run_1/wires.png
The bar under the picture is 20 µm long.
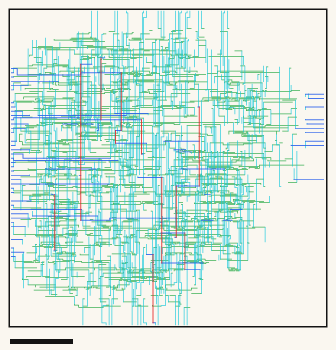
run_1/congestion.png
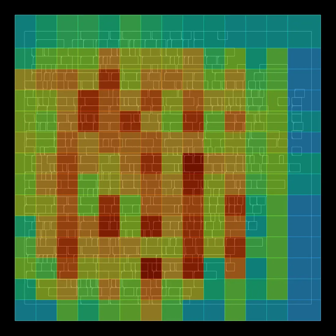
run_1/detail.png
The bar under the picture is 5 µm long. Window x 40 to 60, y 60 to 80 µm. Cells in gray, sequential cells in the stronger gray; small squares are vias.
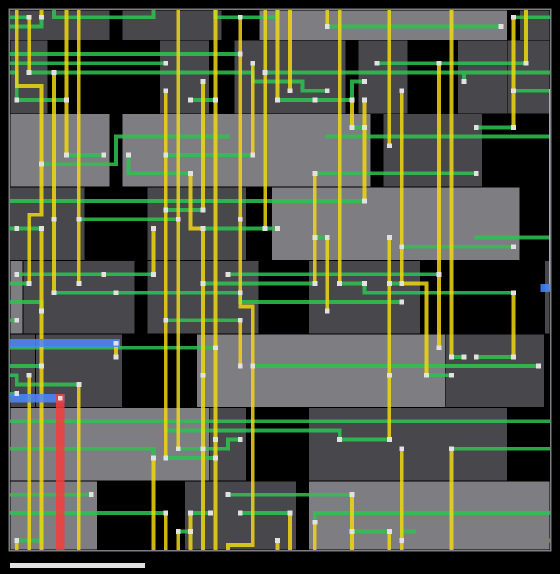
==> config.mk <==
export PLATFORM = sky130hd
export DESIGN_NAME = adc_pair_align
export DESIGN_NICKNAME = d
export VERILOG_FILES = /design/src/rtl/adc_pair_align.sv
export SDC_FILE = /design/constraint.sdc
export NUM_CORES = 1
export LEC_CHECK = 0
export CAP_MARGIN = 20
export CORE_MARGIN = 3
export CORE_UTILIZATION = 46
export DETAILED_ROUTE_END_ITERATION = 16
export MAX_ROUTING_LAYER = met4
export PLACE_DENSITY = 0.85
export SLEW_MARGIN = 15
export SYNTH_ARGS = -nofsm -noshare
export SYNTH_HDL_FRONTEND = slang
export SYNTH_SLANG_ARGS = --single-unit
==> constraint.sdc <==
create_clock -name clk_i -period 1.9 [get_ports clk_i]
set_clock_uncertainty 0.1 [all_clocks]
set_input_delay 0.475 -clock clk_i [delete_from_list [all_inputs] [get_ports clk_i]]
set_output_delay 0.475 -clock clk_i [all_outputs]
set_load 0.03 [all_outputs]
==> flow_summary.ini, run 1 <==
; implementation run metrics
[status]
status = finished, violations left
violations = setup timing

[cts]
root_buffer = clkbuf_8
tritoncts_clock_tree = built
path_clk_slew_ns = 0.09

[critical_path]
critical_path.n_buffers_inverters = 0
cp-start-kind = flop
cp.required_ns = 2.09
critical_path_class = reg2reg
critPathArrivalTime_ns = 2.19
cp_cell_sequence = and4_4 > nand3_4 > nor4b_4 > and3_4 > ha_4 > and2_4 > nand4_1 > xor2_1 > nor2_1
critical_path.max_stage_delay_ns = 0.38

[sta]
clock.fmax_mhz = 500
final_critical_path_setup_slack_ns = -0.100
endpoints_failing_setup = 4
timing_hold_violations_final = 0
final.min_clock_period_ns = 2.00

[drt]
drc_errors = 0
first_pass_iters = 4
routed_via_density = 5.51
antenna_violating_nets_post_route = 0

[synthesis]
synthCells = 354
synth_largest_type_area_fraction_pct = 56.6
synth.yosys.warnings = 0
synth_chip_area_um2 = 4110
mapped_avg_cell_area_um2 = 11.6
area_leaders = dfrtp_1 (57%), mux2_2 (8.8%), mux2i_1 (8.3%)
synthesis.area_um2 = 4110
mappedNetlistNets = 395
synth.largest_area_cell = dfrtp_1

[finish]
mostFrequentLayoutCells = dfrtp_1 (90), nor2_1 (44), buf_4 (44), dlygate4sd2_1 (44), clkdlybuf4s50_1 (36)
logic_area_um2 = 1780
post-route-cell-area_um2 = 5710
drive_gt1_share_pct = 24.9
areaGrowthSynthToFinish_pct = 38.7
instances_no_fill = 590

[floorplan]
design.core.area_um2 = 8460
die_height_um = 101

[global_route]
grt_pass1_vias = 3584
globalRouteOverflowTotal = 0

[place]
place_congestion = 0.838

[job]
drv_cap = 0

[worst_hold_path]
min_path_cells = 2

[power_and_ir_drop]
power.density_nw_per_um2 = 1440
About wires.png:
Key: blue = metal 3 [wire length 589 µm]; red = metal 4 [wire length 222 µm]; green = metal 1 [wire length 4,250 µm]; cyan = metal 2 [wire length 5,330 µm]
per-cell routed wire length: 17.6 µm
final WL: 10,400 µm
all-layer global routing usage: 22.5%
via count: 3,249

About congestion.png:
final core utilization: 67.4%
met2 track utilization from global routing: 37.1%
busiest metal layer after global routing: met2
M3 GR Usage: 4.50%
routing usage on met1: 27.7%

About detail.png:
Key: yellow = metal 2; green = metal 1; red = metal 4; blue = metal 3
Most frequent: dfrtp_1 (5), mux2_2 (4). 21 logic cells have their middle in the window. Sequential cells in the window: 5.

-- run 1: logic make-up after synthesis --
logic type               Yosys count  synth area share, %
XOR/XNOR                          10                 2.13
AND-OR/OR-AND                     50                 7.15
adder cells (fa/ha/maj)            3                0.913
AND/OR/NAND/NOR                  112                 13.8
buffers and inverters             20                 2.43
flip-flops                        93                 56.6
multiplexers                      66                 17.0
-- run 1: per-stage QoR --
stage / utilization [%] / setup TNS [ns] / power [mW]
after floorplan: - / -0.223 / 5.40
after global placement: 63.2 / -22.40 / 6.75
after detailed placement: 63.2 / -25.39 / 6.91
after CTS: 67.0 / -0.150 / 8.24
after global routing: 67.4 / -0.638 / 8.70
final: 67.4 / -0.199 / 8.23
-- run 1: where the power goes --
part	total [mW]	switching [mW]	internal (mW)
registers	3.34	0.568	2.77
logic	3.45	1.97	1.48
clock network	1.45	0.708	0.737
total	8.23	3.25	4.98
-- run 1: per-layer routing --
layer  global-route usage, %  vias up  routed length, µm
met5                       -        -                  0
met4                    7.77        0                222
met3                    4.50       27                589
met2                    37.1       98               5330
met1                    27.7     1619               4250
li1                        -     1505                  -
-- run 1: cells in the mapped netlist --
| cell type | instances |
|---|---|
| buf_4 | 3 |
| xor2_1 | 6 |
| o211ai_1 | 4 |
| nand2_2 | 2 |
| a31o_2 | 1 |
| nand2b_4 | 1 |
| a21oi_1 | 35 |
| nor2b_1 | 5 |
| o31ai_1 | 1 |
| or4_1 | 3 |
| buf_2 | 11 |
| clkbuf_1 | 2 |
| nand3b_1 | 1 |
| or3_1 | 1 |
| o22a_1 | 1 |
| a22oi_1 | 1 |
| o21ai_0 | 4 |
| nand2_4 | 1 |
| nor3_1 | 4 |
| and4_1 | 2 |
| mux2i_1 | 34 |
| nand4_1 | 9 |
| and3_1 | 3 |
| a211oi_1 | 1 |
| nor4b_1 | 1 |
| nor4_1 | 7 |
| xnor2_1 | 4 |
| mux2_2 | 32 |
| and2_1 | 5 |
| ha_1 | 3 |
| inv_1 | 4 |
| o32ai_1 | 1 |
| nand3_2 | 1 |
| o22ai_4 | 1 |
| nand2_1 | 14 |
| dfrtp_1 | 93 |
| nand3_1 | 6 |
| nor2_1 | 46 |
-- run 1: layout make-up --
type / count / share of cell area [%]
flip-flops and latches: 93 / 40.8
multi-input cells: 241 / 31.2
repair buffers: 132 / 21.7
well taps: 105 / 2.30
clock buffers: 9 / 2.17
clock inverters: 6 / 1.53
inverters: 4 / 0.263
-- run 1: worst reg2reg max path, cell delays in order (launching register included) --
cell and delay, ns:
dfrtp_1 0.38, and4_4 0.25, nand3_4 0.08, nor4b_4 0.27
and3_4 0.26, ha_4 0.13, and2_4 0.13, nand4_1 0.10
xor2_1 0.15, nor2_1 0.08
-- run 1: timing repair --
item | 4_1_cts | 5_1_grt
setup buffers | 6 | 2
cloned | 1 | 0
hold endpoints to repair | 27 | 0
resized | 57 | 4
endpoints found under the setup margin | 82 | 9
pin swaps | 6 | 3
hold buffers | 1 | 0
run_1/flops_by_reg.png
The bar under the picture is 20 µm long. Other sequential cells in the stronger gray, the rest of the logic in the fainter gray.
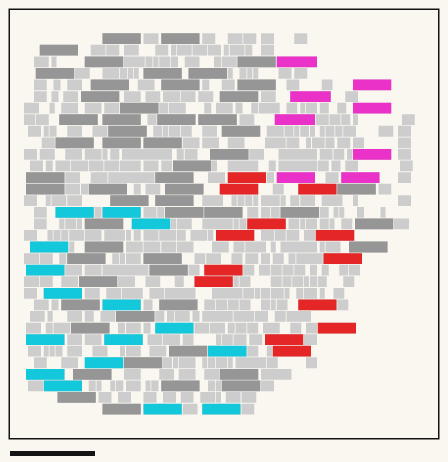

## Run 2: what changed since run 1
--- a/config.mk
+++ b/config.mk
@@ -7,10 +7,10 @@
 export LEC_CHECK = 0
 export CAP_MARGIN = 20
 export CORE_MARGIN = 3
-export CORE_UTILIZATION = 46
+export CORE_UTILIZATION = 40
 export DETAILED_ROUTE_END_ITERATION = 16
 export MAX_ROUTING_LAYER = met4
-export PLACE_DENSITY = 0.85
+export PLACE_DENSITY = 0.77
 export SLEW_MARGIN = 15
 export SYNTH_ARGS = -nofsm -noshare
 export SYNTH_HDL_FRONTEND = slang
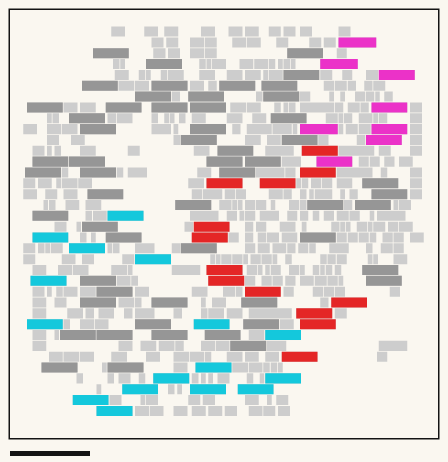
run_2/flops_by_reg.png
The bar under the picture is 20 µm long. Other sequential cells in the stronger gray, the rest of the logic in the fainter gray.
Key: magenta = err_cnt_o [sequential cells 8, where top right]; cyan = b_data_o [sequential cells 16]; red = timer [sequential cells 13]
Another 56 sequential cells are not colored.
sequential portion of the cell area: 41.3%
final core utilization: 57.2%
Sequential Power: 3.29 mW

==> run 2 against run 1 <==
The flow still finishes with violations (setup timing). Combinational power fell by 3%. Critical path depth did not move. Area after synthesis did not move.
==> flow_summary.ini, run 2 <==
; implementation run metrics
[cts]
root_buffer = clkbuf_8
tritoncts_clock_tree = built

[synthesis]
synthesis.area_um2 = 4110
edf_count = 0
synth.yosys.warnings = 0
most_common_cell = dfrtp_1
synth_largest_type_area_fraction_pct = 56.6
mappedNetlistNets = 395
synth.largest_area_cell = dfrtp_1

[status]
status = finished, violations left
violations = setup timing

[drt]
first_pass_iters = 4
drc_errors = 0
wl_um = 9320
route.detailed.wl_per_inst_um = 15.2
routed_via_density = 5.11

[global_route]
grt_pass1_vias = 3288

[sta]
final.min_clock_period_ns = 2.06
clock.fmax_mhz = 485
final_critical_path_setup_slack_ns = -0.162
endpoints_failing_setup = 4

[critical_path]
cp-start-kind = flop
cp_cell_sequence = and4_4 > nand3_4 > nor4b_4 > and3_4 > ha_4 > and2_4 > nand4_1 > xor2_1 > nor2_1
critical_path_class = reg2reg
critPathArrivalTime_ns = 2.21

[finish]
instances_no_fill = 614
drive_gt1_share_pct = 24.1
mostFrequentLayoutCells = dfrtp_1 (90), nor2_1 (45), dlygate4sd2_1 (44), buf_4 (42), clkdlybuf4s50_1 (36)

[place]
place_congestion = 0.787

[job]
drv_cap = 0

[floorplan]
design.core.area_um2 = 9860

[power_and_ir_drop]
design_power_mw = 7.96
-- run 2: area by class of cell --
type,instances,area (µm²),share of cell area [%]
clock buffers,9,124,2.20
clock inverters,7,73.8,1.31
inverters,4,15.0,0.266
multi-input cells,241,1770,31.3
flip-flops and latches,93,2330,41.3
well taps,133,166,2.95
repair buffers,127,1160,20.6
-- run 2: logic make-up after synthesis --
family	after synthesis	share of synthesized area, %
DFF	93	56.6
buffers and inverters	20	2.43
xor gates and xnor gates	10	2.13
adders and majority gates	3	0.913
muxes	66	17.0
and+or+nand+nor	112	13.8
AOI/OAI and AO/OA	50	7.15
-- run 2: repair_timing --
item / in CTS / in global routing
pin swaps: 6 / 3
hold endpoints to repair: 0 / 0
buffers inserted: 2 / 1
hold buffers: 0 / 0
gates cloned: 0 / 0
gates resized: 51 / 1
endpoints found under the setup margin: 51 / 7
-- run 2: power by group through the flow --
| stage | clock network (mW) | registers (mW) | logic [mW] |
|---|---|---|---|
| 6_report | 1.33 | 3.29 | 3.33 |
| 5_1_grt | 1.46 | 3.40 | 3.64 |
| 4_1_cts | 1.37 | 3.30 | 3.38 |
| 3_5_place_dp | 0 | 3.34 | 3.61 |
| 3_3_place_gp | 0 | 3.31 | 3.54 |
| 2_1_floorplan | 0 | 3.95 | 1.45 |
-- run 2: worst max-delay path: cells and delay by family (launching register included) --
| family | cells | cell delay, ns |
|---|---|---|
| AND/OR/NAND/NOR | 7 | 1.19 |
| flip-flops | 1 | 0.38 |
| XOR/XNOR | 1 | 0.16 |
| adder cells (fa/ha/maj) | 1 | 0.13 |
-- run 2: routing by layer --
layer | vias up | global-route usage, % | part of all wire [%]
li1 | 1509 | - | -
met4 | 0 | 6.58 | 1.5
met2 | 66 | 28.0 | 50
met1 | 1553 | 23.6 | 45
met5 | - | - | 0
met3 | 11 | 2.58 | 3.4
Power is estimated from default activity; no workload was simulated.
